Figure 1. Floorplan with the power grid.
(1.5 px per micron) Pins as bars on the die edge.
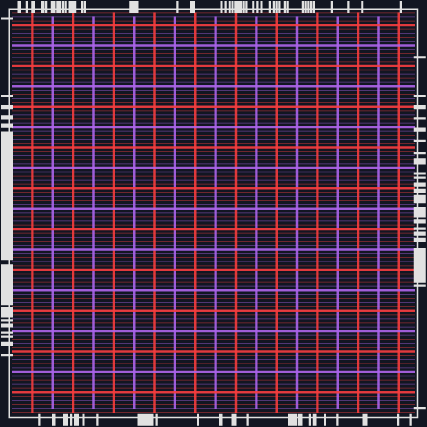
Figure 2. Cell density map.
(1.5 px per micron) The die is cut into 27 by 27 equal tiles; black is low, pale yellow is high, 0 to 100% covered.
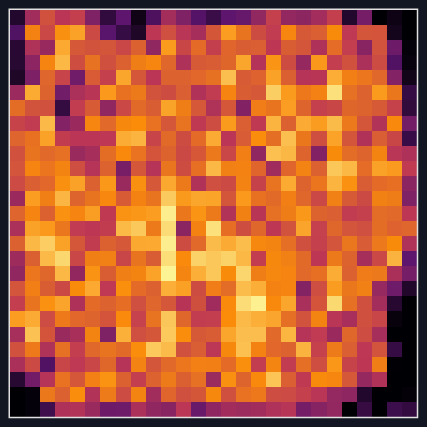
==> src/rtl/fetch_queue_unit.sv <==
// Fetch stage: serves PCs from a one-line instruction buffer, refills the line on a miss,
// and queues {pc, instruction} pairs in a small FIFO for decode.
module fetch_queue_unit #(
    parameter int XLEN        = 32,
    parameter int ILEN        = 32,
    parameter int LINE_WORDS  = 4,
    parameter int QUEUE_DEPTH = 8
) (
    input  logic                               clk_i,
    input  logic                               rst_n_i,
    input  logic                               flush_i,
    input  logic [XLEN-1:0]                    pc_i,
    input  logic                               pc_valid_i,
    output logic                               fetch_ready_o,
    output logic                               read_req_o,
    output logic [XLEN-1:0]                    read_addr_o,
    input  logic [LINE_WORDS*ILEN-1:0]         read_line_i,
    input  logic                               read_done_i,
    input  logic                               issue_ready_i,
    output logic                               issue_valid_o,
    output logic [ILEN-1:0]                    instruction_o,
    output logic [XLEN-1:0]                    issue_pc_o,
    output logic [$clog2(QUEUE_DEPTH+1)-1:0]   queue_count_o
);

    localparam int IDX_W = $clog2(LINE_WORDS);
    localparam int LB    = IDX_W + 2;
    localparam int TAG_W = XLEN - LB;
    localparam int PTR_W = $clog2(QUEUE_DEPTH);
    localparam int CNT_W = $clog2(QUEUE_DEPTH + 1);
    localparam logic [CNT_W-1:0] FULL = CNT_W'(QUEUE_DEPTH);

    typedef enum logic [1:0] {RUN, MISS, DRAIN} state_t;

    state_t                         state, state_next;
    logic [LINE_WORDS-1:0][ILEN-1:0] line_reg;
    logic [TAG_W-1:0]               line_tag;
    logic                           line_valid;
    logic                           hit, push, pop, capture;
    logic [ILEN-1:0]                pc_word;
    logic [PTR_W-1:0]               wr_ptr, rd_ptr;
    logic [CNT_W-1:0]               count;
    logic [XLEN-1:0]                q_pc    [QUEUE_DEPTH];
    logic [ILEN-1:0]                q_instr [QUEUE_DEPTH];
    logic                           unused_bits;

    assign hit         = line_valid && (pc_i[XLEN-1:LB] == line_tag);
    assign pc_word     = line_reg[pc_i[LB-1:2]];
    assign unused_bits = ^pc_i[1:0];

    always_ff @(posedge clk_i or negedge rst_n_i) begin
        if (!rst_n_i) state <= RUN;
        else          state <= state_next;
    end

    always_comb begin
        state_next = state;
        case (state)
            RUN:     if (pc_valid_i && !hit && !flush_i) state_next = MISS;
            MISS:    if (read_done_i) state_next = RUN;
                     else if (flush_i) state_next = DRAIN;
            DRAIN:   if (read_done_i) state_next = RUN;
            default: state_next = RUN;
        endcase
    end

    // A flush in the same cycle as the refill data still keeps the line.
    always_comb begin
        fetch_ready_o = 1'b0;
        capture       = 1'b0;
        case (state)
            RUN:     fetch_ready_o = hit && (count < FULL) && !flush_i;
            MISS:    capture = read_done_i;
            default: ;
        endcase
    end

    always_ff @(posedge clk_i or negedge rst_n_i) begin
        if (!rst_n_i) begin
            read_req_o  <= 1'b0;
            read_addr_o <= '0;
        end else begin
            read_req_o <= (state_next == MISS);
            if (state == RUN && state_next == MISS)
                read_addr_o <= {pc_i[XLEN-1:LB], {LB{1'b0}}};
        end
    end

    always_ff @(posedge clk_i or negedge rst_n_i) begin
        if (!rst_n_i) begin
            line_reg   <= '0;
            line_tag   <= '0;
            line_valid <= 1'b0;
        end else if (capture) begin
            line_reg   <= read_line_i;
            line_tag   <= read_addr_o[XLEN-1:LB];
            line_valid <= 1'b1;
        end
    end

    assign push          = fetch_ready_o && pc_valid_i;
    assign issue_valid_o = (count != '0);
    assign pop           = issue_valid_o && issue_ready_i && !flush_i;

    // Storage is reset so the head outputs are never X, even when empty.
    always_ff @(posedge clk_i or negedge rst_n_i) begin
        if (!rst_n_i) begin
            wr_ptr <= '0;
            rd_ptr <= '0;
            count  <= '0;
            for (int i = 0; i < QUEUE_DEPTH; i++) begin
                q_pc[i]    <= '0;
                q_instr[i] <= '0;
            end
        end else if (flush_i) begin
            wr_ptr <= '0;
            rd_ptr <= '0;
            count  <= '0;
        end else begin
            if (push) begin
                q_pc[wr_ptr]    <= pc_i;
                q_instr[wr_ptr] <= pc_word;
                wr_ptr          <= wr_ptr + 1'b1;
            end
            if (pop) rd_ptr <= rd_ptr + 1'b1;
            case ({push, pop})
                2'b10:   count <= count + 1'b1;
                2'b01:   count <= count - 1'b1;
                default: count <= count;
            endcase
        end
    end

    assign instruction_o = q_instr[rd_ptr];
    assign issue_pc_o    = q_pc[rd_ptr];
    assign queue_count_o = count;

endmodule

==> config.mk <==
export PLATFORM = sky130hd
export DESIGN_NAME = fetch_queue_unit
export DESIGN_NICKNAME = d
export VERILOG_FILES = /design/src/rtl/fetch_queue_unit.sv
export SDC_FILE = /design/constraint.sdc
export NUM_CORES = 1
export LEC_CHECK = 0
export ABC_AREA = 1
export CAP_MARGIN = 20
export CORE_UTILIZATION = 45
export CTS_CLUSTER_DIAMETER = 150
export DETAILED_ROUTE_END_ITERATION = 16
export PLACE_DENSITY_LB_ADDON = 0.08
export SETUP_SLACK_MARGIN = 0.15
export SLEW_MARGIN = 20
export SYNTH_ARGS = -nofsm -noshare
export SYNTH_HDL_FRONTEND = slang
export SYNTH_SLANG_ARGS = --single-unit
==> constraint.sdc <==
create_clock -name clk_i -period 2.7 [get_ports clk_i]
set_clock_uncertainty 0.05 [all_clocks]
set_input_delay 0.54 -clock clk_i [delete_from_list [all_inputs] [get_ports clk_i]]
set_output_delay 0.54 -clock clk_i [all_outputs]
set_load 0.02 [all_outputs]
==> impl_metrics.tcl <==
# flow metrics
set metrics [dict create \
    synth_area_sq_um 32600 \
    r2r_end "queue_count_o[3]" \
    required_ns 2.11 \
    clk_latency_ns 0.62 \
    placed_cell_area_sq_um 38900 \
    largest_area_cell "dfrtp_1" \
    swShare 0.330 \
    dieArea_sq_um 73500 \
    final_nets 4698 \
    crit_slowest_cell "dfrtp_4" \
    clk_pin_slew_worst_paths_ns 0.06 \
    dr.max_layer_used "met5" \
    io-pin-count 269 \
    period_used_share 1.12 \
    whs_path_depth 3 \
    overflow 0 \
    met2_length_microns 53100 \
    final_area_sq_um 44200 \
    finalMaxSlewViolations 0 \
    p_switching_mw 11.8 \
    powerDensity_nw_per_um2 809 \
    worstMarginPinSlew_ns 1.04 \
    status "finished with violations" \
    failed_checks "negative setup slack" \
    htreeDepth 3 \
    cts_root_buf "clkbuf_16" \
    p_int_mw 23.9 \
    routed-wl-met3_microns 8230 \
    cap_violations 0 \
    synth_cell_types 35 \
    warning_count 31 \
    crit_top_cell "buf_12" \
    common_cells "1678 x nand2_1, 710 x dfrtp_1, 573 x nor2_1" \
    setup_violations 65 \
    worst_hold_path.endpoint "read_addr_o[21]" \
    hold_class "input pin to register" \
    drive_above_1_share 0.206 \
    finalCriticalPeriod_ns 3.01 \
    hold_start "pc_i[21]" \
    ys_ff 710 \
    ys_warn_count 0 \
    grt_max_degree 102 \
    crit_path_end_kind "output port" \
    critical_path_class "register to output port" \
    io_buffer_count 264 \
    ys_async_sr_fraction 1.00 \
    path_buffers 4 \
    tritoncts "built" \
    max_slew_margin 0.301 \
    setup_ws_ns -0.315 \
    numCtsBuffers 79 \
    most_common_cell "nand2_1" \
    numClockSinks 710 \
    ant_nets 0 \
    cp_cell_sequence "buf_12 -> buf_12 -> buf_6 -> o21ai_1 -> o22ai_1 -> nor2_1 -> a31oi_2 -> buf_4" \
    peakVddDrop_v 0.000561 \
    pwr-share-comb 0.352 \
    diodes 0 \
    cts_buffer_depth 3 \
    ys_chip_area_sq_um 32600 \
    synth-edff-count 0 \
    rr_worst_depth 22 \
    route.detailed.drc 0 \
    worstPathMaxFanout 8 \
    r2r_start "line_tag[20]" \
    area_leaders "dfrtp_1 54%, nand2_1 19%, nor2_1 6.6%" \
    whs_ns 0.224 \
    met1_length_microns 50400 \
    syn_avg_cell_area_sq_um 8.06 \
    ys_seq_frac 0.545 \
    gp_congestion 0.867 \
    cp.arrival_ns 2.42 \
    vias 29500 \
    via_per_inst 5.33 \
    synthFlopType "dfrtp_1" \
    drtIter0Drc 2828 \
    ff2ff_setup_slack_ns 0.04 \
    dr.pass1.iters 8 \
    final_hold_viol_count 0 \
    synth_top_area_share 0.545 \
    first_global_vias 27900 \
    post-place-ws_ns -0.763 \
    routed_wl_microns 115000 \
    power_frac_clock 0.304 \
]
-- Figure 1 (at the start) --
legend:
  VSS:
    color: red
  VDD:
    color: purple
signal pins: 269
rows: 98
met5 straps: 19
met4 straps: 19
met1 rails: 99
Core Box Area: 71600 sq um
die width: 271 microns
die height: 271 microns

-- Figure 2 (at the start) --
tiles over 75% full: 19%
emptiest ninth of the die: lower right
fullest tile: 98%
final core occ: 0.617
Initial Util: 0.455

==> worst max-delay path by stage <==
stage | startpoint | end | slack, ns | cells after the start
2_1_floorplan | pc_i[13] | queue_count_o[3] | 0.11 | 21
3_3_place_gp | pc_i[27] | fetch_ready_o | -0.74 | 12
3_5_place_dp | pc_i[26] | fetch_ready_o | -0.76 | 12
4_1_cts | rd_ptr[1] | instruction_o[14] | -0.34 | 10
5_1_grt | rd_ptr[0] | instruction_o[20] | -0.34 | 8
6_report | rd_ptr[0] | instruction_o[20] | -0.31 | 8
==> tightest hold or removal path: cells and delay by family <==
family | cells | cell delay [ns]
buffers and inverters | 2 | 0.23
AND-OR/OR-AND | 1 | 0.08
==> through the flow <==
| step | cells | setup TNS (ns) |
|---|---|---|
| global route | 5535 | -16.07 |
| detailed placement | 5279 | -297.18 |
| CTS | 5440 | -13.18 |
| global placement | 5279 | -279.05 |
| floorplan | 4050 | 0 |
| finish | 5535 | -11.88 |
==> power by group through the flow <==
stage / combinational, mW / clock (mW) / sequential, mW
floorplan: 5.51 / 0 / 12.4
global placement: 10.3 / 0 / 12.4
detailed placement: 10.3 / 0 / 12.5
CTS: 10.7 / 11.0 / 12.3
global route: 13.4 / 11.4 / 12.4
finish: 12.6 / 10.9 / 12.3
==> routing by layer <==
metal  track usage  vias up
met4        0.0828        2
met5             0        -
met2         0.456     1149
met1         0.399    14300
li1              -    13900
met3        0.0425      204
==> cell usage in the layout, fill, tap and decap left out, types with 18 or more instances in the layout <==
cell             synthesis  routed
buf_6                    0      42
a21oi_1                 27      26
clkdlybuf4s50_1          0     173
buf_12                   0      93
clkbuf_1               127      19
nand2_1               1678    1637
o21ai_2                  0      20
buf_4                    4     265
o22ai_1                 96      88
nor2_2                   1      27
a31oi_2                  0      63
inv_1                   65      58
nor2_1                 573     537
nand2_2                  8      37
o21ai_1                  1     104
mux2_2                 134     134
clkbuf_16                0     123
o21ai_0                355     230
nor2_4                   8      18
dfrtp_1                710     708
==> logic make-up (layout without fill, tap and decap cells) <==
kind of cell,Yosys count,count (layout),synth area share
AOI/OAI and AO/OA,545,545,0.0900
xor gates and xnor gates,6,6,0.00161
adders and majority gates,5,5,0.00215
buffers and inverters,350,885,0.0456
DFF,710,710,0.545
muxes,134,134,0.0463
other,1,4,0.000115
and+or+nand+nor,2296,2296,0.269
==> area by class of cell <==
class / count / area [sq um]
fill: 6213 / 27400
sequential: 710 / 17800
multi-input combinational: 2990 / 14300
timing repair buffer: 668 / 7990
clock buffer: 117 / 2340
tap: 950 / 1190
inverter: 76 / 328
clock inverter: 22 / 239
timing repair inverter: 2 / 41.3
==> repair_timing <==
| item | 4_1_cts | 5_1_grt |
|---|---|---|
| cloned | 6 | 51 |
| hold buffers | 1 | 0 |
| pin swaps | 27 | 119 |
| hold endpoints to repair | 24 | 0 |
| resized | 371 | 331 |
| setup endpoints to repair | 578 | 581 |
| buffers inserted | 15 | 44 |
Power and IR drop assume default switching activity.
